Fig. 1: clock routing
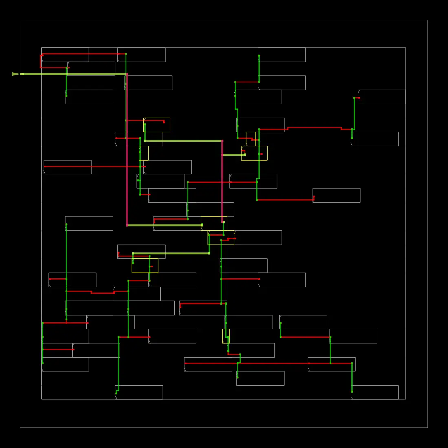
Fig. 2: power grid
Pins as bars on the die edge. Tap cells in gray.
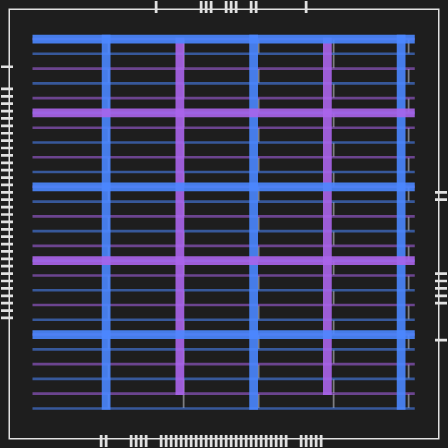
Fig. 3: placement by cell class
The bar under the picture is 20 um long.
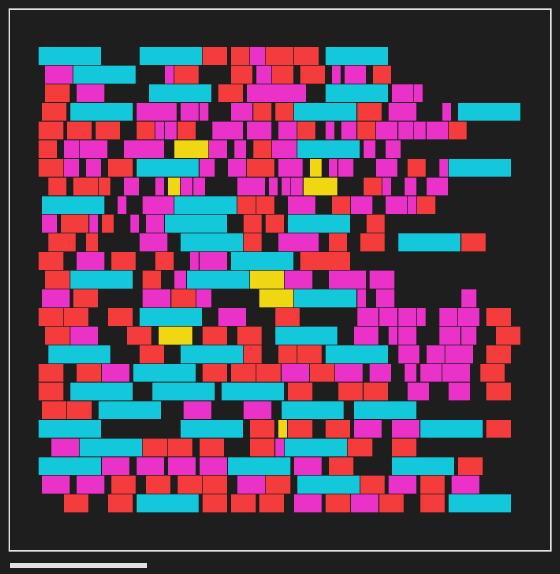
Fig. 4: selected gate families
The bar under the picture is 20 um long.
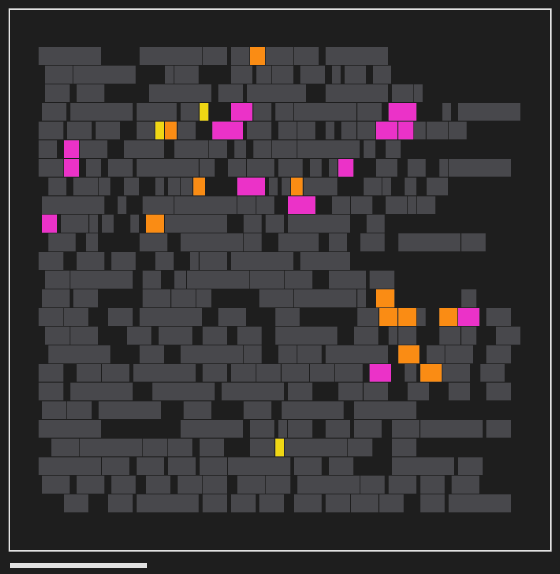
Fig. 5: routed clock nets over the placement
The bar under the picture is 20 um long.
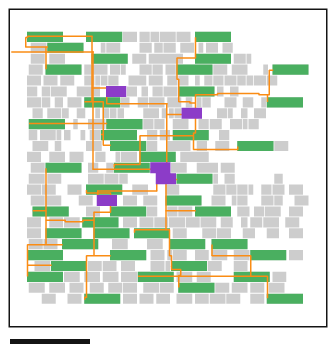
==> config.mk <==
export PLATFORM = sky130hd
export DESIGN_NAME = cpu_sequencer
export DESIGN_NICKNAME = d
export VERILOG_FILES = /design/src/rtl/cpu_sequencer.sv
export SDC_FILE = /design/constraint.sdc
export NUM_CORES = 1
export LEC_CHECK = 0
export CAP_MARGIN = 20
export CORE_MARGIN = 4
export CORE_UTILIZATION = 43
export CTS_CLUSTER_SIZE = 25
export DETAILED_ROUTE_END_ITERATION = 16
export PLACE_DENSITY = 0.78
export SLEW_MARGIN = 20
export SYNTH_ARGS = -nofsm -noshare
export SYNTH_HDL_FRONTEND = slang
export SYNTH_SLANG_ARGS = --single-unit
==> constraint.sdc <==
create_clock -name clk -period 1.9 [get_ports clk]
set_input_delay 0.19 -clock clk [delete_from_list [all_inputs] [get_ports clk]]
set_output_delay 0.19 -clock clk [all_outputs]
set_load 0.02 [all_outputs]
==> src/rtl/cpu_sequencer.sv <==
// rtl/cpu_sequencer.sv - multicycle control FSM for the ARM-subset CPU
//
// Purpose:
//   Steps each instruction through FETCH/DECODE/EXEC/MEM/WB, evaluates the
//   ARM condition field against NZCV, owns the instruction register and
//   drives PC update, register-file write, flag write and the data-memory
//   request/acknowledge handshake.
//
// Ports:
//   clk         in   1   system clock, rising edge
//   reset       in   1   asynchronous active-high reset
//   inst_i      in   32  instruction from code memory, sampled in FETCH
//   flags_i     in   4   current {N,Z,C,V}, sampled in DECODE
//   mem_ack_i   in   1   data memory completes the access this cycle
//   ir_o        out  32  latched instruction register
//   state_o     out  3   FETCH=0 DECODE=1 EXEC=2 MEM=3 WB=4
//   pc_we_o     out  1   fetch updates PC this cycle
//   pc_sel_o    out  2   0=PC+4, 1=branch target, 2=writeback data
//   reg_we_o    out  1   register-file write strobe
//   reg_wa_o    out  4   register-file write address
//   wb_sel_o    out  2   0=ALU result, 1=load data, 2=link (PC+4)
//   flags_we_o  out  1   latch ALU NZCV into flags
//   mem_req_o   out  1   data-memory request, held until ack
//   mem_we_o    out  1   1=store, 0=load; valid while mem_req_o=1
//   fault_o     out  1   sticky memory-timeout fault

module cpu_sequencer #(
   parameter int MEM_TIMEOUT = 16
) (
   input  logic        clk,
   input  logic        reset,
   input  logic [31:0] inst_i,
   input  logic [3:0]  flags_i,
   input  logic        mem_ack_i,
   output logic [31:0] ir_o,
   output logic [2:0]  state_o,
   output logic        pc_we_o,
   output logic [1:0]  pc_sel_o,
   output logic        reg_we_o,
   output logic [3:0]  reg_wa_o,
   output logic [1:0]  wb_sel_o,
   output logic        flags_we_o,
   output logic        mem_req_o,
   output logic        mem_we_o,
   output logic        fault_o
);

   typedef enum logic [2:0] {
      S_FETCH  = 3'd0,
      S_DECODE = 3'd1,
      S_EXEC   = 3'd2,
      S_MEM    = 3'd3,
      S_WB     = 3'd4
   } state_t;

   localparam logic [1:0] PC_SEL_SEQ    = 2'd0;
   localparam logic [1:0] PC_SEL_BRANCH = 2'd1;
   localparam logic [1:0] PC_SEL_WB     = 2'd2;

   localparam logic [1:0] WB_SEL_ALU  = 2'd0;
   localparam logic [1:0] WB_SEL_LOAD = 2'd1;
   localparam logic [1:0] WB_SEL_LINK = 2'd2;

   localparam logic [3:0] LINK_REG = 4'd14;
   localparam logic [3:0] PC_REG   = 4'd15;

   // The counter holds the number of MEM cycles already spent without ack,
   // so the cycle in which it equals MEM_TIMEOUT-1 is the last one allowed.
   localparam logic [7:0] LAST_WAIT = 8'(MEM_TIMEOUT - 1);

   state_t      state_r;
   state_t      state_nxt;
   logic [31:0] ir_r;
   logic        cond_r;
   logic [7:0]  wait_cnt_r;
   logic        fault_r;

   // Instruction field decode from the latched IR
   logic       is_branch;
   logic       is_link;
   logic       is_dp;
   logic       is_ls;
   logic       is_load;
   logic       is_test;
   logic [3:0] rd;
   logic       wait_expired;

   assign is_branch    = (ir_r[27:25] == 3'b101);
   assign is_link      = ir_r[24];
   assign is_dp        = (ir_r[27:26] == 2'b00);
   assign is_ls        = (ir_r[27:26] == 2'b01);
   assign is_load      = ir_r[20];
   // TST/TEQ/CMP/CMN only update flags; they never write a register
   assign is_test      = is_dp && (ir_r[24:23] == 2'b10);
   assign rd           = ir_r[15:12];
   assign wait_expired = (wait_cnt_r == LAST_WAIT);

   function automatic logic cond_pass(input logic [3:0] cond, input logic [3:0] nzcv);
      logic n, z, c, v;
      logic pass;
      n = nzcv[3];
      z = nzcv[2];
      c = nzcv[1];
      v = nzcv[0];
      case (cond)
         4'h0:    pass = z;
         4'h1:    pass = !z;
         4'h2:    pass = c;
         4'h3:    pass = !c;
         4'h4:    pass = n;
         4'h5:    pass = !n;
         4'h6:    pass = v;
         4'h7:    pass = !v;
         4'h8:    pass = c && !z;
         4'h9:    pass = !c || z;
         4'hA:    pass = (n == v);
         4'hB:    pass = (n != v);
         4'hC:    pass = !z && (n == v);
         4'hD:    pass = z || (n != v);
         4'hE:    pass = 1'b1;
         default: pass = 1'b0;
      endcase
      return pass;
   endfunction

   // State register and datapath-side state
   always_ff @(posedge clk or posedge reset) begin
      if (reset) begin
         state_r    <= S_FETCH;
         ir_r       <= '0;
         cond_r     <= 1'b0;
         wait_cnt_r <= '0;
         fault_r    <= 1'b0;
      end else begin
         state_r <= state_nxt;
         case (state_r)
            S_FETCH:  ir_r   <= inst_i;
            S_DECODE: cond_r <= cond_pass(ir_r[31:28], flags_i);
            S_EXEC:   wait_cnt_r <= '0;
            S_MEM: begin
               if (!mem_ack_i) begin
                  wait_cnt_r <= wait_cnt_r + 8'd1;
                  if (wait_expired) begin
                     fault_r <= 1'b1;
                  end
               end
            end
            default: ;
         endcase
      end
   end

   // Next-state and strobe decode
   always_comb begin
      state_nxt  = state_r;
      pc_we_o    = 1'b0;
      pc_sel_o   = PC_SEL_SEQ;
      reg_we_o   = 1'b0;
      reg_wa_o   = rd;
      wb_sel_o   = WB_SEL_ALU;
      flags_we_o = 1'b0;
      mem_req_o  = 1'b0;
      mem_we_o   = 1'b0;

      case (state_r)
         S_FETCH: begin
            state_nxt = S_DECODE;
         end

         S_DECODE: begin
            state_nxt = S_EXEC;
         end

         S_EXEC: begin
            if (!cond_r) begin
               pc_we_o   = 1'b1;
               state_nxt = S_FETCH;
            end else if (is_branch) begin
               pc_we_o  = 1'b1;
               pc_sel_o = PC_SEL_BRANCH;
               if (is_link) begin
                  reg_we_o = 1'b1;
                  reg_wa_o = LINK_REG;
                  wb_sel_o = WB_SEL_LINK;
               end
               state_nxt = S_FETCH;
            end else if (is_dp) begin
               flags_we_o = ir_r[20];
               state_nxt  = S_WB;
            end else if (is_ls) begin
               state_nxt = S_MEM;
            end else begin
               // Unsupported encodings retire as no-ops
               pc_we_o   = 1'b1;
               state_nxt = S_FETCH;
            end
         end

         S_MEM: begin
            mem_req_o = 1'b1;
            mem_we_o  = !is_load;
            // An ack arriving in the final allowed cycle still completes
            if (mem_ack_i) begin
               if (is_load) begin
                  state_nxt = S_WB;
               end else begin
                  pc_we_o   = 1'b1;
                  state_nxt = S_FETCH;
               end
            end else if (wait_expired) begin
               pc_we_o   = 1'b1;
               state_nxt = S_FETCH;
            end
         end

         S_WB: begin
            pc_we_o   = 1'b1;
            state_nxt = S_FETCH;
            if (!is_test) begin
               reg_we_o = 1'b1;
               wb_sel_o = is_ls ? WB_SEL_LOAD : WB_SEL_ALU;
               if (rd == PC_REG) begin
                  pc_sel_o = PC_SEL_WB;
               end
            end
         end

         default: begin
            state_nxt = S_FETCH;
         end
      endcase
   end

   assign ir_o    = ir_r;
   assign state_o = state_r;
   assign fault_o = fault_r;

endmodule
==> run summary <==
WP depth: 6
Yosys chip area: 2150 um2
Critical-path maximum fanout: 2
Fin util: 0.704
Maximum clock frequency: 0.492 GHz
Seq pwr share: 0.310
Core box area: 4790 um2
Placed Cells: 343
Adder Share, Synth: 0.00581
Avg Cell Area, Syn: 12.3 um2
Die Y-Extent: 78.8 um
Combinational power: 3.24 mW
Ports: 88
Port Buffers: 87
Met2 WL: 2.69 mm
Top-count cell post-synth: dfrtp_1
Violated checks: negative setup slack
Synth Instances: 175
GR met2 Demand/Resource: 0.323
Routed wire length on met3: 378 um
Crit path time final: 2.03 ns
First-pass GRT wire length: 9.25 mm
Worst setup path startpoint: wait_cnt_r[1]
CP max stage delay: 0.44 ns
Clk. pwr: 0.563 mW
Dominant register cell: dfrtp_1
Type of origin of the critical path: flip-flop
Reg2Reg Depth: 6
Global Route met1 Usage: 0.232
Clock Tree Buf Depth: 2
Post-DP HPWL: 4.04 mm
Fin crit share: 1.07
H-tree Lvls: 2
Final Non-Filler Cells: 355
Clk sink count: 45
Metal-1 WL: 2.23 mm
Final Hold Vio Count: 0
Area Overhead vs Synth: 56.4%
GRT overflow: 0
Setup TNS: -0.134 ns
Worst r2r src: wait_cnt_r[1]
CP Cell Sequence: ha_2 -> nand4b_1 -> or4_4 -> mux2i_1 -> a221o_1 -> buf_6
Flops: 45
Routed length per instance: 15.2 um
Top-area cell type share of the netlist area: 0.523
Placer congestion estimate: 0.772
Hold_ws: 0.162 ns
Synth unique cells: 46
Reg area: 1130 um2
Mux share: 0.186
Reg-to-reg endpoint: state_o[0]
Worst Setup EP: pc_we_o
R2R Setup Slk: 0.23 ns
Worst Setup Slack, final: -0.134 ns
Multi-input combinational cell count: 120
Yosys top cell by area: dfrtp_1
Mapped Nets: 215
CTS tree: yes
CP delay by family, top: simple AND/OR/NAND/NOR gates
Crit path DRT: 1.71 ns
Fraction of area in registers: 0.334
DRC Markers: 0
Combinational Area: 1010 um2
CP arrival: 1.84 ns
CP max-delay cell: or4_4
Switching portion of total power: 0.391
Via count: 1784
Top Consumer: combinational cells
Grt peak-use layer: met2
1st-pass router iterations: 4
Synth Cell Area: 2150 um2
NumNets Final: 327
Clock-cell share: 0.0245
Synth flops: 45
Largest cell class by area: sequential cells
Worst IR Drop VDD: 0.000868 V
Max-Cap Viols: 0
Crit path kind: reg2out
Ao+oa area frac: 0.0476
Fillers: 357
Cell-internal power: 3.36 mW
Run status: finished with violations
Max-slew headroom: 0.669
Clock transition at path regs: 0.08 ns
Post-synth EDFFs: 0
Global routing usage on met3: 0.0556
Post-synth seq share: 0.523
Final Max Tran Viols: 0
Psw: 2.16 mW
Hold crit path type: in2async
WL final: 5.39 mm
Mean number of vias per cell: 5.03
Setup violators final: 1
Die width: 78.8 um
Hold_buf cts: 0
Cells in synth_stat.txt: 175
Logic share of the area: 0.301
Crit end category: output pin
# rows: 25
RSZ-0062 raised after global routing: true
Buffering overhead: 0.312
Tap cells: 67
Non-Clock Inverter Count: 3
Largest net degree at the start of global routing: 35
Fraction of layout cells with a size suffix above 1: 0.299
XOR-XNOR Cells, Area Fraction: 0.0285
Buffers, non-clock: 112
Yosys warnings: 0
FP Util: 0.450
Notes on Fig. 1 above:
clk_lat worst skew: 0.29 ns
TritonCTS Buffers: 5
# clk buffers: 6
worst clock skew: 0.00603 ns

Notes on Fig. 2 above:
- VSS: blue
- VDD: purple
- met5 straps: 5
- met1 rails: 26
- rows: 25
- signal pins: 88
- tap cells: 67

Notes on Fig. 3 above:
- flip-flops: cyan (cells 45)
- other buffers and delay cells: red (cells 112)
- clock drivers and dummy loads: yellow (cells 8)
- all other logic: magenta (cells 123)

Notes on Fig. 4 above:
- inverters: yellow (cells 3)
- inverting AOI/OAI gates: orange (cells 11)
- AND and OR gates: magenta (cells 13)

Notes on Fig. 5 above:
- flip-flops: green (count 45)
- clock wires: orange (length 534 um)
- cells driving clock nets: purple (count 5)
- routed clock nets: 6
- flops lie: all over the die

[how the worst min path moves through the flow]
stage	endpoint	slack, ns	cells past startpoint
floorplan	ir_o[26]	0.31	2
global placement	fault_o	0.44	1
detailed placement	fault_o	0.45	1
CTS	ir_o[18]	0.17	2
global route	ir_o[3]	0.18	2
finish	ir_o[3]	0.16	2
[placed cells by master, fill, tap and decap left out, types with 3 or more instances in the layout]
master and instances:
mux2i_1 3, nor3_1 3, clkdlybuf4s50_1 74, nor2_1 7
buf_4 27, nand2_1 12, buf_6 4, nor3b_1 5
nand3_1 4, xor2_1 6, nand4_1 3, nor3_4 3
dfrtp_1 45, nor2b_1 4, clkbuf_8 5, mux2_2 33
or2_1 3
[repair_timing]
action	4_1_cts	5_1_grt
setup buffers	2	2
endpoints found under the setup margin	12	11
pin swaps	3	1
gates resized	49	12
Power is estimated from default activity; no workload was simulated.
